`src/rtl/read_burst_planner_pkg.sv`:
```
// -----------------------------------------------------------------------------
// vdma_len_pkg
// Shared definitions for the VDMA read/write burst planners.
//   state_e     : planner FSM states
//   MODE_LINE   : unit is one active line, repeated vactive times
//   MODE_FRAME  : unit is the whole active frame
//   clog2()     : ceiling log2, used to turn the AXI data width into a shift
// -----------------------------------------------------------------------------
package vdma_len_pkg;

  typedef enum logic [1:0] {
    ST_IDLE  = 2'd0,
    ST_CALC0 = 2'd1,
    ST_CALC1 = 2'd2,
    ST_ISSUE = 2'd3
  } state_e;

  localparam logic MODE_LINE  = 1'b1;
  localparam logic MODE_FRAME = 1'b0;

  function automatic int clog2(input int value);
    int result = 0;
    int v = value - 1;
    while (v > 0) begin
      result++;
      v = v >> 1;
    end
    return result;
  endfunction

endpackage

```
`src/rtl/read_burst_planner_if.sv`:
```
// -----------------------------------------------------------------------------
// read_burst_planner_if
// Burst request channel from the planner to the AXI read master.
//   req_valid : request valid            (planner -> master)
//   req_ready : master accepts request   (master  -> planner)
//   req_len   : burst length in beats    (planner -> master)
//   req_tail  : last request of the unit (planner -> master)
//   req_eof   : last request of frame    (planner -> master)
// -----------------------------------------------------------------------------
interface read_burst_planner_if #(
  parameter int LSIZE = 9
);
  logic             req_valid;
  logic             req_ready;
  logic [LSIZE-1:0] req_len;
  logic             req_tail;
  logic             req_eof;

  modport master (
    output req_valid,
    output req_len,
    output req_tail,
    output req_eof,
    input  req_ready
  );

  modport slave (
    input  req_valid,
    input  req_len,
    input  req_tail,
    input  req_eof,
    output req_ready
  );
endinterface

```
`src/rtl/read_burst_planner_beat_calc.sv`:
```
// -----------------------------------------------------------------------------
// beat_calc
// Two-stage registered beat calculator, shared by read and write planners.
// Stage 1 (on load): pix   = mode_line ? hactive : vactive*hactive
//                    units = mode_line ? vactive : 1
// Stage 2 (next cycle): unit_beats = ceil(pix*DSIZE / AXI_DSIZE), saturated
//                       to CSIZE bits.
// Ports:
//   clock, rst_n          : clock, async active-low reset
//   load                  : capture mode/geometry (frame sync)
//   mode_line, vactive,
//   hactive               : frame geometry
//   unit_beats            : AXI beats per unit (valid two cycles after load)
//   units                 : number of units per frame (same timing)
// -----------------------------------------------------------------------------
module beat_calc
  import vdma_len_pkg::*;
#(
  parameter int AXI_DSIZE = 256,
  parameter int DSIZE     = 24,
  parameter int CSIZE     = 32
) (
  input  logic             clock,
  input  logic             rst_n,
  input  logic             load,
  input  logic             mode_line,
  input  logic [15:0]      vactive,
  input  logic [15:0]      hactive,
  output logic [CSIZE-1:0] unit_beats,
  output logic [15:0]      units
);

  localparam int          SHIFT    = clog2(AXI_DSIZE);
  localparam logic [47:0] LOW_MASK = 48'(AXI_DSIZE - 1);
  localparam logic [47:0] SAT_MAX  = 48'({CSIZE{1'b1}});

  logic [31:0]      pix_q;
  logic [15:0]      units_s1_q;
  logic [47:0]      bits;
  logic [47:0]      beats_wide;
  logic [CSIZE-1:0] beats_sat;
  logic [CSIZE-1:0] unit_beats_q;
  logic [15:0]      units_q;

  // NOTE: sequential state uses non-blocking assignments so every register
  // samples the pre-edge values of its sources, independent of block order.
  always_ff @(posedge clock or negedge rst_n) begin
    if (!rst_n) begin
      pix_q      <= '0;
      units_s1_q <= '0;
    end else if (load) begin
      pix_q      <= (mode_line == MODE_LINE) ? {16'd0, hactive}
                                             : 32'(vactive) * 32'(hactive);
      units_s1_q <= (mode_line == MODE_LINE) ? vactive : 16'd1;
    end
  end

  // Ceiling divide by a power of two: shift, then round up if any
  // discarded bit was set.
  always_comb begin
    bits       = 48'(pix_q) * 48'(DSIZE);
    beats_wide = (bits >> SHIFT) + 48'(|(bits & LOW_MASK));
    beats_sat  = (beats_wide > SAT_MAX) ? {CSIZE{1'b1}} : CSIZE'(beats_wide);
  end

  always_ff @(posedge clock or negedge rst_n) begin
    if (!rst_n) begin
      unit_beats_q <= '0;
      units_q      <= '0;
    end else begin
      unit_beats_q <= beats_sat;
      units_q      <= units_s1_q;
    end
  end

  assign unit_beats = unit_beats_q;
  assign units      = units_q;

endmodule

```
`src/rtl/read_burst_planner.sv`:
```
// -----------------------------------------------------------------------------
// read_burst_planner
// On each frame sync, computes the AXI beat count of one unit (a line or the
// whole frame) and issues full bursts plus one tail per unit to the AXI read
// master. A new fsync aborts any frame in flight and restarts planning.
// Ports:
//   clock, rst_n   : clock, async active-low reset
//   mode_line      : 1 = unit is one line (x vactive), 0 = unit is whole frame
//   vactive,hactive: active lines / active pixels per line (latched on fsync)
//   fsync          : frame start pulse
//   req_if         : burst request channel (valid/ready, len, tail, eof)
//   frame_done     : one-cycle pulse after the final handshake of a frame
//   busy           : high from fsync until frame_done or abort-free completion
//   beats_left     : beats left in the unit, excluding the current request
// -----------------------------------------------------------------------------
module read_burst_planner
  import vdma_len_pkg::*;
#(
  parameter int NOR_BURST_LEN = 200,
  parameter int AXI_DSIZE     = 256,
  parameter int DSIZE         = 24,
  parameter int LSIZE         = 9,
  parameter int CSIZE         = 32
) (
  input  logic                        clock,
  input  logic                        rst_n,
  input  logic                        mode_line,
  input  logic [15:0]                 vactive,
  input  logic [15:0]                 hactive,
  input  logic                        fsync,
  read_burst_planner_if.master        req_if,
  output logic                        frame_done,
  output logic                        busy,
  output logic [CSIZE-1:0]            beats_left
);

  localparam logic [CSIZE-1:0] NOR_C = CSIZE'(NOR_BURST_LEN);
  localparam logic [LSIZE-1:0] NOR_L = LSIZE'(NOR_BURST_LEN);

  state_e           state_q, state_d;
  logic             req_valid_q, req_valid_d;
  logic [LSIZE-1:0] req_len_q, req_len_d;
  logic             req_tail_q, req_tail_d;
  logic             req_eof_q, req_eof_d;
  logic             frame_done_q, frame_done_d;
  logic             busy_q, busy_d;
  logic [CSIZE-1:0] rem_q, rem_d;
  logic [15:0]      unit_idx_q, unit_idx_d;

  logic [CSIZE-1:0] unit_beats;
  logic [15:0]      units;

  // Request formation helpers: src is the count of beats still owed in the
  // unit including the request being formed.
  logic             issue;
  logic [CSIZE-1:0] src;
  logic             last_unit;

  beat_calc #(
    .AXI_DSIZE (AXI_DSIZE),
    .DSIZE     (DSIZE),
    .CSIZE     (CSIZE)
  ) u_beat_calc (
    .clock      (clock),
    .rst_n      (rst_n),
    .load       (fsync),
    .mode_line  (mode_line),
    .vactive    (vactive),
    .hactive    (hactive),
    .unit_beats (unit_beats),
    .units      (units)
  );

  function automatic logic [LSIZE-1:0] burst_len(input logic [CSIZE-1:0] r);
    return (r > NOR_C) ? NOR_L : LSIZE'(r);
  endfunction

  always_ff @(posedge clock or negedge rst_n) begin
    if (!rst_n) begin
      state_q      <= ST_IDLE;
      req_valid_q  <= 1'b0;
      req_len_q    <= '0;
      req_tail_q   <= 1'b0;
      req_eof_q    <= 1'b0;
      frame_done_q <= 1'b0;
      busy_q       <= 1'b0;
      rem_q        <= '0;
      unit_idx_q   <= '0;
    end else begin
      state_q      <= state_d;
      req_valid_q  <= req_valid_d;
      req_len_q    <= req_len_d;
      req_tail_q   <= req_tail_d;
      req_eof_q    <= req_eof_d;
      frame_done_q <= frame_done_d;
      busy_q       <= busy_d;
      rem_q        <= rem_d;
      unit_idx_q   <= unit_idx_d;
    end
  end

  // NOTE: every signal written here gets a default first, so no path through
  // the block leaves one unassigned and no latch is inferred.
  always_comb begin
    state_d      = state_q;
    req_valid_d  = req_valid_q;
    req_len_d    = req_len_q;
    req_tail_d   = req_tail_q;
    req_eof_d    = req_eof_q;
    frame_done_d = 1'b0;
    busy_d       = busy_q;
    rem_d        = rem_q;
    unit_idx_d   = unit_idx_q;
    issue        = 1'b0;
    src          = '0;
    last_unit    = 1'b0;

    if (fsync) begin
      // Resync wins over everything: drop the frame silently and recompute.
      state_d     = ST_CALC0;
      req_valid_d = 1'b0;
      busy_d      = 1'b1;
    end else begin
      unique case (state_q)
        ST_IDLE: ;
        ST_CALC0: state_d = ST_CALC1;
        ST_CALC1: begin
          if (unit_beats == '0 || units == 16'd0) begin
            frame_done_d = 1'b1;
            busy_d       = 1'b0;
            state_d      = ST_IDLE;
          end else begin
            state_d     = ST_ISSUE;
            req_valid_d = 1'b1;
            unit_idx_d  = 16'd0;
            issue       = 1'b1;
            src         = unit_beats;
            last_unit   = (units == 16'd1);
          end
        end
        ST_ISSUE: begin
          if (req_valid_q && req_if.req_ready) begin
            if (!req_tail_q) begin
              issue     = 1'b1;
              src       = rem_q;
              last_unit = (unit_idx_q == units - 16'd1);
            end else if (!req_eof_q) begin
              // Next unit starts immediately so there is no bubble.
              unit_idx_d = unit_idx_q + 16'd1;
              issue      = 1'b1;
              src        = unit_beats;
              last_unit  = (unit_idx_q + 16'd1 == units - 16'd1);
            end else begin
              req_valid_d  = 1'b0;
              frame_done_d = 1'b1;
              busy_d       = 1'b0;
              state_d      = ST_IDLE;
            end
          end
        end
        default: state_d = ST_IDLE;
      endcase
    end

    if (issue) begin
      req_len_d  = burst_len(src);
      req_tail_d = (src <= NOR_C);
      req_eof_d  = req_tail_d && last_unit;
      rem_d      = src - CSIZE'(req_len_d);
    end
  end

  assign req_if.req_valid = req_valid_q;
  assign req_if.req_len   = req_len_q;
  assign req_if.req_tail  = req_tail_q;
  assign req_if.req_eof   = req_eof_q;
  assign frame_done       = frame_done_q;
  assign busy             = busy_q;
  assign beats_left       = rem_q;

endmodule

```
`src/flat_wrapper.sv`:
```
// flat-port wrapper written by rule: the top's interface ports become plain ports
module read_burst_planner_flat import vdma_len_pkg::*;
#(
  parameter int NOR_BURST_LEN = 200,
  parameter int AXI_DSIZE     = 256,
  parameter int DSIZE         = 24,
  parameter int LSIZE         = 9,
  parameter int CSIZE         = 32
)
  (clock, rst_n, mode_line, vactive, hactive, fsync, frame_done, busy, beats_left, req_if_req_valid, req_if_req_len, req_if_req_tail, req_if_req_eof, req_if_req_ready);
  read_burst_planner_if #(.LSIZE(LSIZE)) req_if_i ();
  input  logic clock;
  input  logic rst_n;
  input  logic mode_line;
  input  logic [15:0] vactive;
  input  logic [15:0] hactive;
  input  logic fsync;
  output logic frame_done;
  output logic busy;
  output logic [CSIZE-1:0] beats_left;
  output wire logic [$bits(req_if_i.req_valid)-1:0] req_if_req_valid;
  output wire logic [$bits(req_if_i.req_len)-1:0] req_if_req_len;
  output wire logic [$bits(req_if_i.req_tail)-1:0] req_if_req_tail;
  output wire logic [$bits(req_if_i.req_eof)-1:0] req_if_req_eof;
  input wire logic [$bits(req_if_i.req_ready)-1:0] req_if_req_ready;
  assign req_if_req_valid = req_if_i.req_valid;
  assign req_if_req_len = req_if_i.req_len;
  assign req_if_req_tail = req_if_i.req_tail;
  assign req_if_req_eof = req_if_i.req_eof;
  assign req_if_i.req_ready = req_if_req_ready;
  read_burst_planner #(.NOR_BURST_LEN(NOR_BURST_LEN), .AXI_DSIZE(AXI_DSIZE), .DSIZE(DSIZE), .LSIZE(LSIZE), .CSIZE(CSIZE)) u_core (.clock(clock), .rst_n(rst_n), .mode_line(mode_line), .vactive(vactive), .hactive(hactive), .fsync(fsync), .req_if(req_if_i), .frame_done(frame_done), .busy(busy), .beats_left(beats_left));
endmodule
```
`config.mk`:
```
export PLATFORM = sky130hd
export DESIGN_NAME = read_burst_planner_flat
export DESIGN_NICKNAME = d
export VERILOG_FILES = /design/src/rtl/read_burst_planner_pkg.sv /design/src/rtl/read_burst_planner_if.sv /design/src/rtl/read_burst_planner_beat_calc.sv /design/src/rtl/read_burst_planner.sv /design/src/flat_wrapper.sv
export SDC_FILE = /design/constraint.sdc
export NUM_CORES = 1
export LEC_CHECK = 0
export CAP_MARGIN = 20
export CORE_MARGIN = 2
export CORE_UTILIZATION = 50
export DETAILED_ROUTE_END_ITERATION = 10
export HOLD_SLACK_MARGIN = 0.1
export PLACE_DENSITY = 0.77
export SYNTH_ARGS = -nofsm -noshare
export SYNTH_HDL_FRONTEND = slang
export SYNTH_SLANG_ARGS = --single-unit
```
`constraint.sdc`:
```
create_clock -name clock -period 8.1 [get_ports clock]
set_input_delay 1.62 -clock clock [delete_from_list [all_inputs] [get_ports clock]]
set_output_delay 1.62 -clock clock [all_outputs]
set_load 0.01 [all_outputs]
```
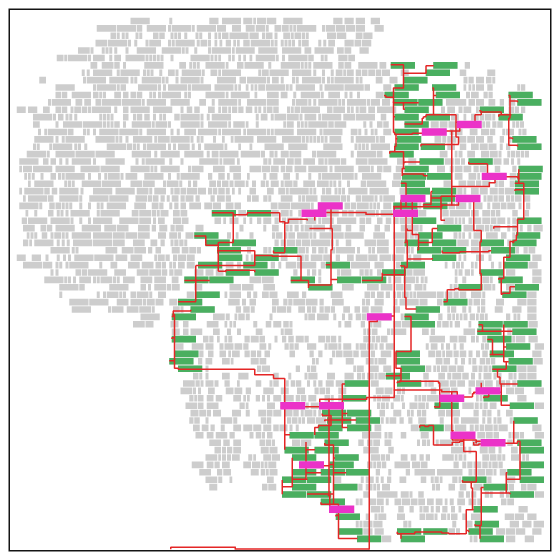
run_1/clock_map.png
[green] flip-flops | count: 158
[magenta] cells driving clock nets | count: 17
[red] clock wires | length: 2040 µm
routed clock nets: 18

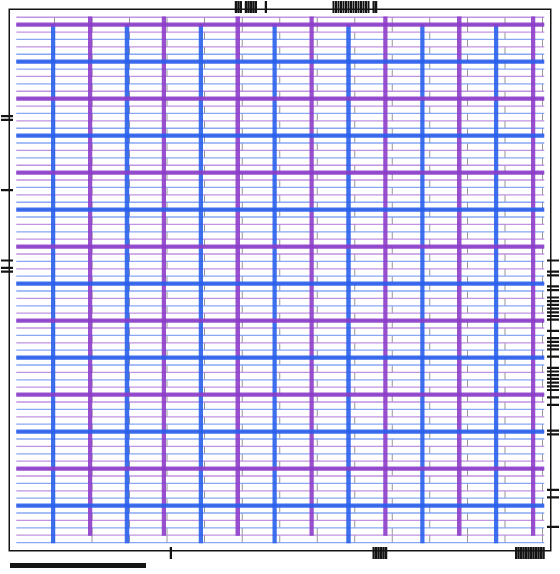
run_1/pdn.png
The bar under the picture is 50 µm long. Pins as bars on the die edge. Tap cells in grey.
[blue] VSS
[purple] VDD
met4 straps: 14
signal pins: 83
met1 rails: 72
rows: 71
die height: 199 µm
VDD IR-drop max: 0.521 mV
core area: 0.0375 mm²
Die X: 199 µm

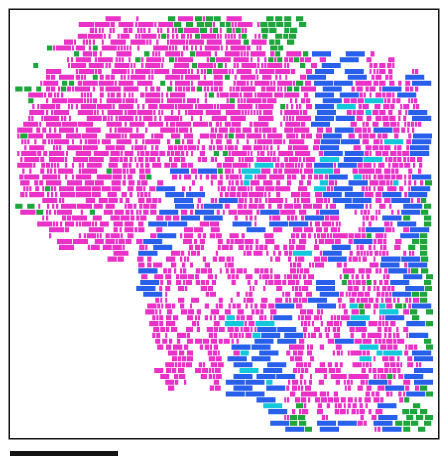
run_1/cell_classes.png
The bar under the picture is 50 µm long.
[magenta] all other logic | cells: 1917
[green] other buffers and delay cells | cells: 149
[blue] flops | cells: 158
[cyan] clock drivers and dummy loads | cells: 32
Cell Rows: 71
flop share of the area: 18.8%
Core Util, Final: 56.2%

## run 1: cells in the final DEF (no fill, tap or decap), types with 7 or more instances in the layout
master             n
nor2b_1           11
o211ai_1          13
nor3_1            34
nand4_1           24
o31ai_1           18
a31oi_1           20
a21oi_1          106
a22oi_1           28
inv_8              7
nand2_1          294
xor2_1            52
and2_1            97
fa_1             195
or3_1             11
nor4_1            14
buf_4             67
a22o_1            40
and3_1            12
or2_2              8
o21ai_0           82
inv_1            258
xnor2_1           79
a21o_1            28
a211o_1            7
a211oi_1           9
o21a_1            11
nor2_1           136
nand3_1           39
clkbuf_16         17
nand2b_1          11
dfrtp_1          158
ha_1             142
clkdlybuf4s50_1   80
mux2i_1            8
## run 1: worst paths after layout
path | startpoint | end | slack (ns) | cells past startpoint
worst max-delay path | vactive[8] | u_core.u_beat_calc.pix_q[27] | 0.62 | 23
worst min-delay path | u_core.u_beat_calc.units_s1_q[1] | u_core.u_beat_calc.units[1] | 0.37 | 0
worst max register to register | u_core.req_if.req_tail | u_core.beats_left[30] | 3.03 | 14
worst min register to register | u_core.u_beat_calc.units_s1_q[1] | u_core.u_beat_calc.units[1] | 0.37 | 0
max in group asynchronous | rst_n | u_core.u_beat_calc.unit_beats[7] | 5.67 | 2
min in group asynchronous | rst_n | u_core.req_if.req_len[5] | 1.28 | 1
## run 1: critical path, stage by stage
cell	delay, ns
clkdlybuf4s50_1	0.55
buf_4	0.25
nand2_1	0.10
fa_1	0.49
inv_1	0.06
fa_1	0.54
inv_1	0.06
fa_1	0.49
fa_1	0.50
inv_1	0.06
fa_1	0.50
fa_1	0.49
ha_1	0.36
and4_1	0.24
o21ai_0	0.14
o211ai_1	0.28
a21oi_1	0.13
o31ai_1	0.25
buf_4	0.17
a31o_2	0.14
a21oi_1	0.07
xnor2_1	0.13
a22o_1	0.19
## run 1: report_power, final
part	switching (W)	leakage (nW)	internal, W
clock network	0.000383	0.288	0.000415
registers	0.000265	1.96	0.00104
logic	0.00372	7.67	0.00287
## run 1: state kept, by name, summed over array words and instances, names as in the netlist, 2 cells and up
register                       flops
u_core.unit_idx_q                 16
u_core.u_beat_calc.pix_q          32
u_core.u_beat_calc.unit_beats     30
u_core.state_q                     2
u_core.u_beat_calc.units          16
u_core.req_if.req_len              9
u_core.beats_left                 32
u_core.u_beat_calc.units_s1_q     16
## run 1: logic make-up after synthesis
group,share of synthesized area (%)
adders and majority gates,30.0
xor gates and xnor gates,6.07
and+or+nand+nor,19.0
muxes,0.661
AOI/OAI and AO/OA,16.0
buffers and inverters,7.27
DFF,20.9
other,0.0198
## run 1: stage by stage
step / instances / area (µm²) / hold WS (ns) / setup WS (ns) / utilization [%]
final: 2767 / 21100 / 0.375 / 0.617 / 56.2
after global routing: 2767 / 21100 / 0.388 / 0.298 / 56.2
after CTS: 2767 / 21100 / 0.377 / 0.660 / 56.2
after detailed placement: 2735 / 20500 / 0.370 / 0.206 / 54.6
after global placement: 2734 / 20500 / 0.360 / 0.260 / 54.6
after floorplan: 2179 / 18900 / 0.355 / 0.633 / -
==> metrics.yaml, run 1 <==
critical_path:
  worst-path-max-fanout: 12
  cp-end-kind: "flip-flop"
  startpoint_type: "input port"
  cp.required_ns: 8.44
  worstSetupPathType: "input port to flip-flop"
  worstPathArrival_ns: 7.82
global_route:
  gr-usage-met3_pct: 3.58
  grt_busiest_layer: "met2"
  antenna_found_initial: 1
  use_met1_pct: 32.4
  grt_pass1_vias: 16300
  grt_use_met2_pct: 42.1
  grt_first_pass_wirelength_um: 80100
  overflow: 0
  track_usage_pct: 25.1
cells_and_area:
  layout-drive-gt1-share_pct: 6.29
  syn_to_final_growth_pct: 11.3
  diodes: 0
  largestClassByArea: "combinational gates"
  final-clk-cell-share_pct: 2.79
  non_clock_buffer_count: 149
  regArea_mm2: 0.00395
  comb_area_mm2: 0.0136
  comb_cells: 1658
  clkbuf_count: 17
  inv_count: 259
  numSequentialCells: 158
  nets: 2617
  sh_comb_area_pct: 64.5
power_and_ir_drop:
  p_total_w: 0.00869
  power.leakage_nw: 9.91
  p_per_area_mw_per_mm2: 412
timing:
  fin_crit_ns: 7.48
  slew_headroom_pct: 35.6
  setup_viol: 0
  timing.fmax_mhz: 134
  rsz0062_at_grt: "no"
  hold_violations: 0
  period_used_pct: 92.4
  worstMarginPinSlew_ns: 0.966
  clock_skew_ns: 0.0156
  fin_setup_tns_ns: 0
  slew_violations: 0
synthesis:
  synth-area-yosys_mm2: 0.0189
  synthFlopType: "dfrtp_1"
  edf_count: 0
  synth-async-reset-ratio_pct: 100
  syn-instance-count: 2179
  yosysWarnings: 0
  synthTopCellsByCount: "294 x nand2_1, 258 x inv_1, 195 x fa_1"
  most_common_cell: "nand2_1"
  synthesis.area_mm2: 0.0189
  ys_seq_elements: 158
  avgSynthCellArea_um2: 8.68
  synth.distinct_cells: 99
  area_leaders: "dfrtp_1 21%, fa_1 21%, ha_1 9.4%"
  synthesis.nets: 2553
  largest_area_cell: "dfrtp_1"
  yosys_cells: 2179
  ys_seq_share_pct: 20.9
  top_area_share_pct: 20.9
floorplanning:
  initCoreUtil_pct: 50.5
  tap_cells: 511
  ios: 83
  die-area_mm2: 0.0394
routing:
  wl_met3_um: 2860
  dr.pass1.iters: 5
  num_vias: 16100
  routed_wl_um: 48300
  initialDrtViolationCount: 1017
  wl_met1_um: 20300
  wl_met2_um: 23500
  highest_layer: "met4"
  viasPerCell: 5.83
job:
  drv_cap: 0
clocking:
  ctsHoldBuffers: 0
  postCtsSetupBuffers: 0
  postCtsResizedCells: 0
  clkTransAtPathRegs_ns: 0.07
  cts_buffer_depth: 2
  cts_buffers: 17
  clock_sinks: 158
  cts_root_buffer: "clkbuf_16"
  cts_tree: "done"
  clock_insertion_delay_worst_skew_ns: 0.44
place:
  io_buffers: 82
  place_congestion: 0.955
status:
  status: "finished, final reports clean"
--- run 2 (diff from run 1) ---
- PLACE_DENSITY: 0.77 -> 0.68
==> metrics.yaml, run 2 <==
power_and_ir_drop:
  p_int_w: 0.00450
  seqPwrFrac_pct: 14.6
  ir_worst_vdd_mv: 0.505
  combinationalPowerShare_pct: 76.0
  sw_frac_of_total_pct: 49.3
  p_per_area_mw_per_mm2: 419
  power.leakage_nw: 9.97
  pwr-share-clk_pct: 9.4
  switchingPower_w: 0.00438
job:
  warnings: 29
  drv_cap: 0
global_route:
  track_usage_pct: 25.8
  grt_max_degree: 92
  grt_busiest_layer: "met2"
  use_met1_pct: 35.0
  overflow: 0
  gr-usage-met3_pct: 2.34
  antenna_found_initial: 1
  grt_use_met2_pct: 43.9
  grt_first_pass_wirelength_um: 81200
  grt_pass1_vias: 15900
clocking:
  ctsHoldBuffers: 0
  cts_tree: "done"
  clock_sinks: 158
  postCtsSetupBuffers: 0
  postCtsResizedCells: 0
  cts_max_level: 4
  cts_buffer_depth: 2
  clock_insertion_delay_worst_skew_ns: 0.45
  cts_root_buffer: "clkbuf_16"
  cts_buffers: 17
  clkTransAtPathRegs_ns: 0.07
place:
  place_congestion: 0.913
  io_buffers: 82
  dp_hpwl_um: 39500
  place_ws_ns: 0.0664
critical_path:
  cp_top_family: "adder cells"
  crit_buf_inv: 5
  startpoint_type: "input port"
  worstSetupPathType: "input port to flip-flop"
  path_common_cell: "fa_1"
  cp.required_ns: 8.43
  worstPathArrival_ns: 7.95
  cp-end-kind: "flip-flop"
  worst_path_largest_cell_delay_ns: 0.79
  worst-path-max-fanout: 11
  path_cells: "clkdlybuf4s50_1 -> nand2_1 -> fa_1 -> inv_1 -> fa_1 -> fa_1 -> fa_1 -> inv_1 -> fa_1 -> inv_1 -> fa_1 -> ha_1 -> a21o_1 -> a21o_1 -> a21oi_1 -> o211ai_1 -> a21oi_1 -> o31ai_1 -> buf_4 -> a31o_2 -> a21oi_1 -> xnor2_1 -> a22o_1"
  crit_slowest_cell: "clkdlybuf4s50_1"
synthesis:
  yosysWarnings: 0
  edf_count: 0
  synth-async-reset-ratio_pct: 100
  yosys_cells: 2179
  synthTopCellsByCount: "294 x nand2_1, 258 x inv_1, 195 x fa_1"
  synth.distinct_cells: 99
  most_common_cell: "nand2_1"
  largest_area_cell: "dfrtp_1"
  ys_seq_share_pct: 20.9
  synthesis.area_mm2: 0.0189
  synthesis.nets: 2553
  synthFlopType: "dfrtp_1"
  avgSynthCellArea_um2: 8.68
  ys_seq_elements: 158
  syn-instance-count: 2179
  top_area_share_pct: 20.9
  area_leaders: "dfrtp_1 21%, fa_1 21%, ha_1 9.4%"
  synth-area-yosys_mm2: 0.0189
timing:
  fin_crit_ns: 7.62
  layout_setup_ws_ns: 0.484
  setup_viol: 0
  period_used_pct: 94.0
  worstMarginPinSlew_ns: 0.926
  slew_violations: 0
  hold_violations: 0
  timing.fmax_mhz: 131
  fin_setup_tns_ns: 0
  clock_skew_ns: 0.0161
  slew_headroom_pct: 38.1
  rsz0062_at_grt: "no"
floorplanning:
  rows: 71
  core_mm2: 0.0375
  initCoreUtil_pct: 50.5
  die-area_mm2: 0.0394
  die-height_um: 199
  die_w_um: 199
  ios: 83
routing:
  routed_wl_um: 49400
  detail-route-antenna-nets: 0
  drc_errors: 0
  initialDrtViolationCount: 980
  viasPerCell: 5.75
  dr.pass1.iters: 5
  num_vias: 15900
  post_drt_wl_per_cell_um: 17.8
cells_and_area:
  final_cell_mix: "294 x nand2_1, 258 x inv_1, 195 x fa_1"
  nets: 2623
  layout-drive-gt1-share_pct: 6.54
  mostFrequentLayoutCell: "nand2_1"
  diodes: 0
  syn_to_final_growth_pct: 11.9
  fillers: 3409
worst_hold_path:
  hp-class: "flip-flop to flip-flop"
status:
  status: "finished, final reports clean"
-- run 2: cell counts after synthesis --
Identical to the previous run, type by type.
-- run 2: logic make-up (layout without fill, tap and decap cells) --
| kind of cell | count (synthesis) | count (layout) | share of synthesized area, % |
|---|---|---|---|
| compound gates | 440 | 440 | 16.0 |
| xor+xnor | 131 | 131 | 6.07 |
| fa+ha+maj | 337 | 337 | 30.0 |
| buf+inv | 363 | 446 | 7.27 |
| flops | 158 | 158 | 20.9 |
| mux | 12 | 12 | 0.661 |
| other cells | 1 | 1 | 0.0198 |
| simple gates | 737 | 737 | 19.0 |
-- run 2: worst paths after layout --
path,depth (start not counted),end,start,slack [ns]
worst min register to register,0,u_core.u_beat_calc.units[6],u_core.u_beat_calc.units_s1_q[6],0.38
min in group asynchronous,1,u_core.beats_left[27],rst_n,1.24
worst min-delay path,0,u_core.u_beat_calc.units[6],u_core.u_beat_calc.units_s1_q[6],0.38
max in group asynchronous,2,u_core.u_beat_calc.units[9],rst_n,5.45
worst max register to register,13,u_core.beats_left[30],u_core.req_if.req_tail,3.24
worst max-delay path,23,u_core.u_beat_calc.pix_q[27],vactive[3],0.48
-- run 2: through the flow --
step           instances  util (%)  cell area (µm²)  total power, W  hold WS (ns)
2_1_floorplan       2179         -            18900         0.00618         0.355
3_3_place_gp        2741      54.9            20600         0.00790         0.363
3_5_place_dp        2741      54.9            20600         0.00801         0.367
4_1_cts             2773      56.5            21200         0.00891         0.377
5_1_grt             2773      56.5            21200         0.00977         0.393
6_report            2773      56.5            21200         0.00888         0.378
-- run 2: layer usage --
metal,up-vias,wire [µm]
li1,7469,-
met1,7862,21700
met2,510,24300
met3,91,2360
met4,0,1140
met5,-,0
-- run 2: cell type report --
class | instances | area [µm²] | area share, %
Sequential cell | 158 | 3950 | 18.7
Inverter | 259 | 972 | 4.59
Multi-Input combinational cell | 1658 | 13600 | 64.2
Timing Repair Buffer | 155 | 1420 | 6.68
Tap cell | 511 | 639 | 3.02
Clock buffer | 17 | 425 | 2.01
Clock inverter | 15 | 176 | 0.833
-- run 2: power by group through the flow --
stage               registers [W]  clock network, W  logic (W)
floorplan                 0.00124                 0    0.00494
global placement          0.00130                 0    0.00660
detailed placement        0.00131                 0    0.00671
CTS                       0.00129          0.000848    0.00677
global route              0.00132          0.000883    0.00757
finish                    0.00130          0.000834    0.00674
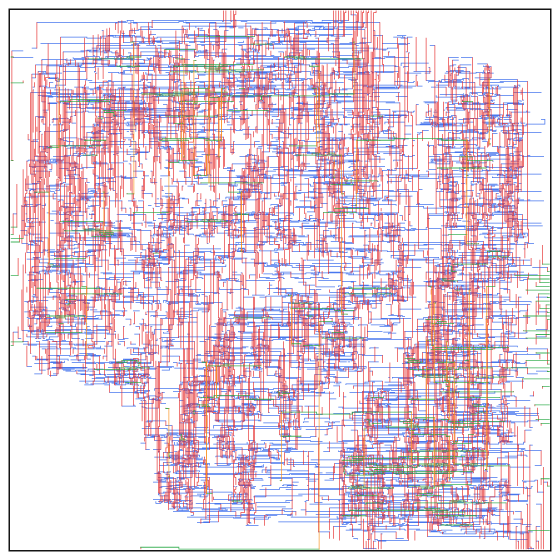
run_2/metal_stack.png
[blue] met1 | wire length: 21.7 mm
[orange] met4 | wire length: 1140 µm
[red] met2 | wire length: 24.3 mm
[green] met3 | wire length: 2360 µm

--- run 3 (diff from run 2) ---
- PLACE_DENSITY: 0.68 -> 0.64
- SLEW_MARGIN: unset -> 40
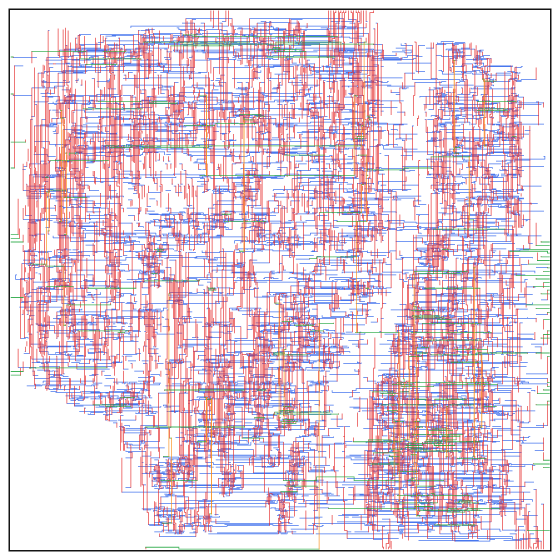
run_3/metal_stack.png
[green] met3 | wire length: 2320 µm
[red] met2 | wire length: 23.9 mm
[blue] met1 | wire length: 21.6 mm
[orange] met4 | wire length: 1120 µm
DR WL/cell: 17.7 µm
GRT Util Overall: 25.6%
via count: 15800

==> metrics.yaml, run 3 <==
status:
  status: "finished, final reports clean"
critical_path:
  crit_buf_inv: 6
  cp_top_family: "adder cells"
  cp-end-kind: "flip-flop"
  path_common_cell: "fa_1"
  path_cells: "clkdlybuf4s50_1 -> buf_12 -> nand2_1 -> fa_1 -> inv_1 -> fa_1 -> inv_1 -> fa_1 -> fa_1 -> fa_1 -> inv_1 -> fa_1 -> ha_1 -> a21o_1 -> a21o_1 -> a21oi_1 -> o211ai_1 -> a21oi_1 -> o31ai_1 -> buf_4 -> a31o_2 -> a21oi_1 -> xnor2_1 -> a22o_1"
  worstSetupPathType: "input port to flip-flop"
  cp.required_ns: 8.45
  worstPathArrival_ns: 7.98
  worst_path_largest_cell_delay_ns: 0.56
  worst-path-max-fanout: 12
routing:
  detail-route-antenna-nets: 0
  initialDrtViolationCount: 1018
  routed_wl_um: 48900
  viasPerCell: 5.70
  drc_errors: 0
  dr.pass1.iters: 5
synthesis:
  most_common_cell: "nand2_1"
  synthesis.nets: 2553
  synth-area-yosys_mm2: 0.0189
  synthTopCellsByCount: "294 x nand2_1, 258 x inv_1, 195 x fa_1"
  largest_area_cell: "dfrtp_1"
  synth-async-reset-ratio_pct: 100
  ys_seq_elements: 158
  area_leaders: "dfrtp_1 21%, fa_1 21%, ha_1 9.4%"
  yosysWarnings: 0
  yosys_cells: 2179
  avgSynthCellArea_um2: 8.68
  syn-instance-count: 2179
  edf_count: 0
power_and_ir_drop:
  power.leakage_nw: 9.92
  switchingPower_w: 0.00437
  combinationalPowerShare_pct: 75.7
  p_per_area_mw_per_mm2: 414
  p_int_w: 0.00436
  seqPwrFrac_pct: 14.9
  pwr-share-clk_pct: 9.4
  ir_worst_vdd_mv: 0.490
cells_and_area:
  mostFrequentLayoutCell: "nand2_1"
  nets: 2615
  layout-drive-gt1-share_pct: 6.30
  syn_to_final_growth_pct: 11.5
  final_util_pct: 56.3
  final_cell_mix: "294 x nand2_1, 258 x inv_1, 195 x fa_1"
floorplanning:
  die-height_um: 199
  die-area_mm2: 0.0394
  die_w_um: 199
  initCoreUtil_pct: 50.5
  rows: 71
  ios: 83
timing:
  setup_viol: 0
  layout_setup_ws_ns: 0.463
  hold_violations: 0
  period_used_pct: 94.3
  fin_crit_ns: 7.64
  rsz0062_at_grt: "no"
  slew_headroom_pct: 42.1
  fin_setup_tns_ns: 0
  clock_skew_ns: 0.0176
  timing.fmax_mhz: 131
place:
  place_ws_ns: 0.0239
  io_buffers: 82
  place_congestion: 0.922
  dp_hpwl_um: 39500
clocking:
  postCtsResizedCells: 0
  ctsHoldBuffers: 0
  cts_tree: "done"
  clkTransAtPathRegs_ns: 0.08
  clock_sinks: 158
  postCtsSetupBuffers: 0
  cts_buffer_depth: 2
global_route:
  antenna_found_initial: 0
  grt_max_degree: 86
  grt_first_pass_wirelength_um: 80200
  overflow: 0
worst_hold_path:
  hp-class: "flip-flop to flip-flop"
job:
  drv_cap: 0
  warnings: 29
-- run 3: cell counts after synthesis --
No cell type changed its count.
-- run 3: routing by layer --
| layer | GRT usage (%) | vias up | part of all wire, % | routed length (µm) |
|---|---|---|---|---|
| met5 | 0 | - | 0 | 0 |
| met4 | 7.71 | 0 | 2.3 | 1120 |
| met3 | 3.05 | 82 | 4.7 | 2320 |
| met2 | 43.4 | 443 | 49 | 23900 |
| met1 | 34.6 | 7764 | 44 | 21600 |
| li1 | - | 7466 | - | - |
-- run 3: path summary, 6_finish.rpt --
check                                            startpoint                      endpoint  slack, ns  cells after the start
setup / recovery                                 hactive[6]  u_core.u_beat_calc.pix_q[27]       0.46                     24
max in group asynchronous                             rst_n  u_core.u_beat_calc.pix_q[17]       5.81                      2
setup reg to reg                     u_core.req_if.req_tail         u_core.beats_left[30]       3.14                     13
hold / removal             u_core.u_beat_calc.units_s1_q[0]   u_core.u_beat_calc.units[0]       0.38                      0
hold reg to reg            u_core.u_beat_calc.units_s1_q[0]   u_core.u_beat_calc.units[0]       0.38                      0
min in group asynchronous                             rst_n         u_core.beats_left[27]       1.19                      1
-- run 3: kinds of logic after synthesis --
family,after synthesis,synth area share [%]
fa+ha+maj,337,30.0
simple gates,737,19.0
mux,12,0.661
buf+inv,363,7.27
flops,158,20.9
xor+xnor,131,6.07
other cells,1,0.0198
compound gates,440,16.0
-- run 3: power by group through the flow --
stage	clock (W)	combinational, W	sequential (W)
after detailed placement	0	0.00659	0.00131
final	0.000822	0.00661	0.00130
after floorplan	0	0.00494	0.00124
after global placement	0	0.00653	0.00130
after global routing	0.000869	0.00747	0.00133
after CTS	0.000835	0.00666	0.00129
-- run 3: area by class of cell --
class / count / area [µm²]
Timing Repair Buffer: 147 / 1350
Fill cell: 3473 / 16400
Sequential cell: 158 / 3950
Multi-Input combinational cell: 1658 / 13600
Clock buffer: 18 / 439
Inverter: 259 / 972
Tap cell: 511 / 639
Clock inverter: 14 / 148
-- run 3: through the flow --
step	cells	power [W]	instance area, µm²	hold slack (ns)
after floorplan	2179	0.00618	18900	0.355
after CTS	2765	0.00879	21100	0.378
after global placement	2733	0.00784	20500	0.364
final	2765	0.00873	21100	0.376
after detailed placement	2733	0.00790	20500	0.363
after global routing	2765	0.00967	21100	0.384
Power is estimated from default activity; no workload was simulated.
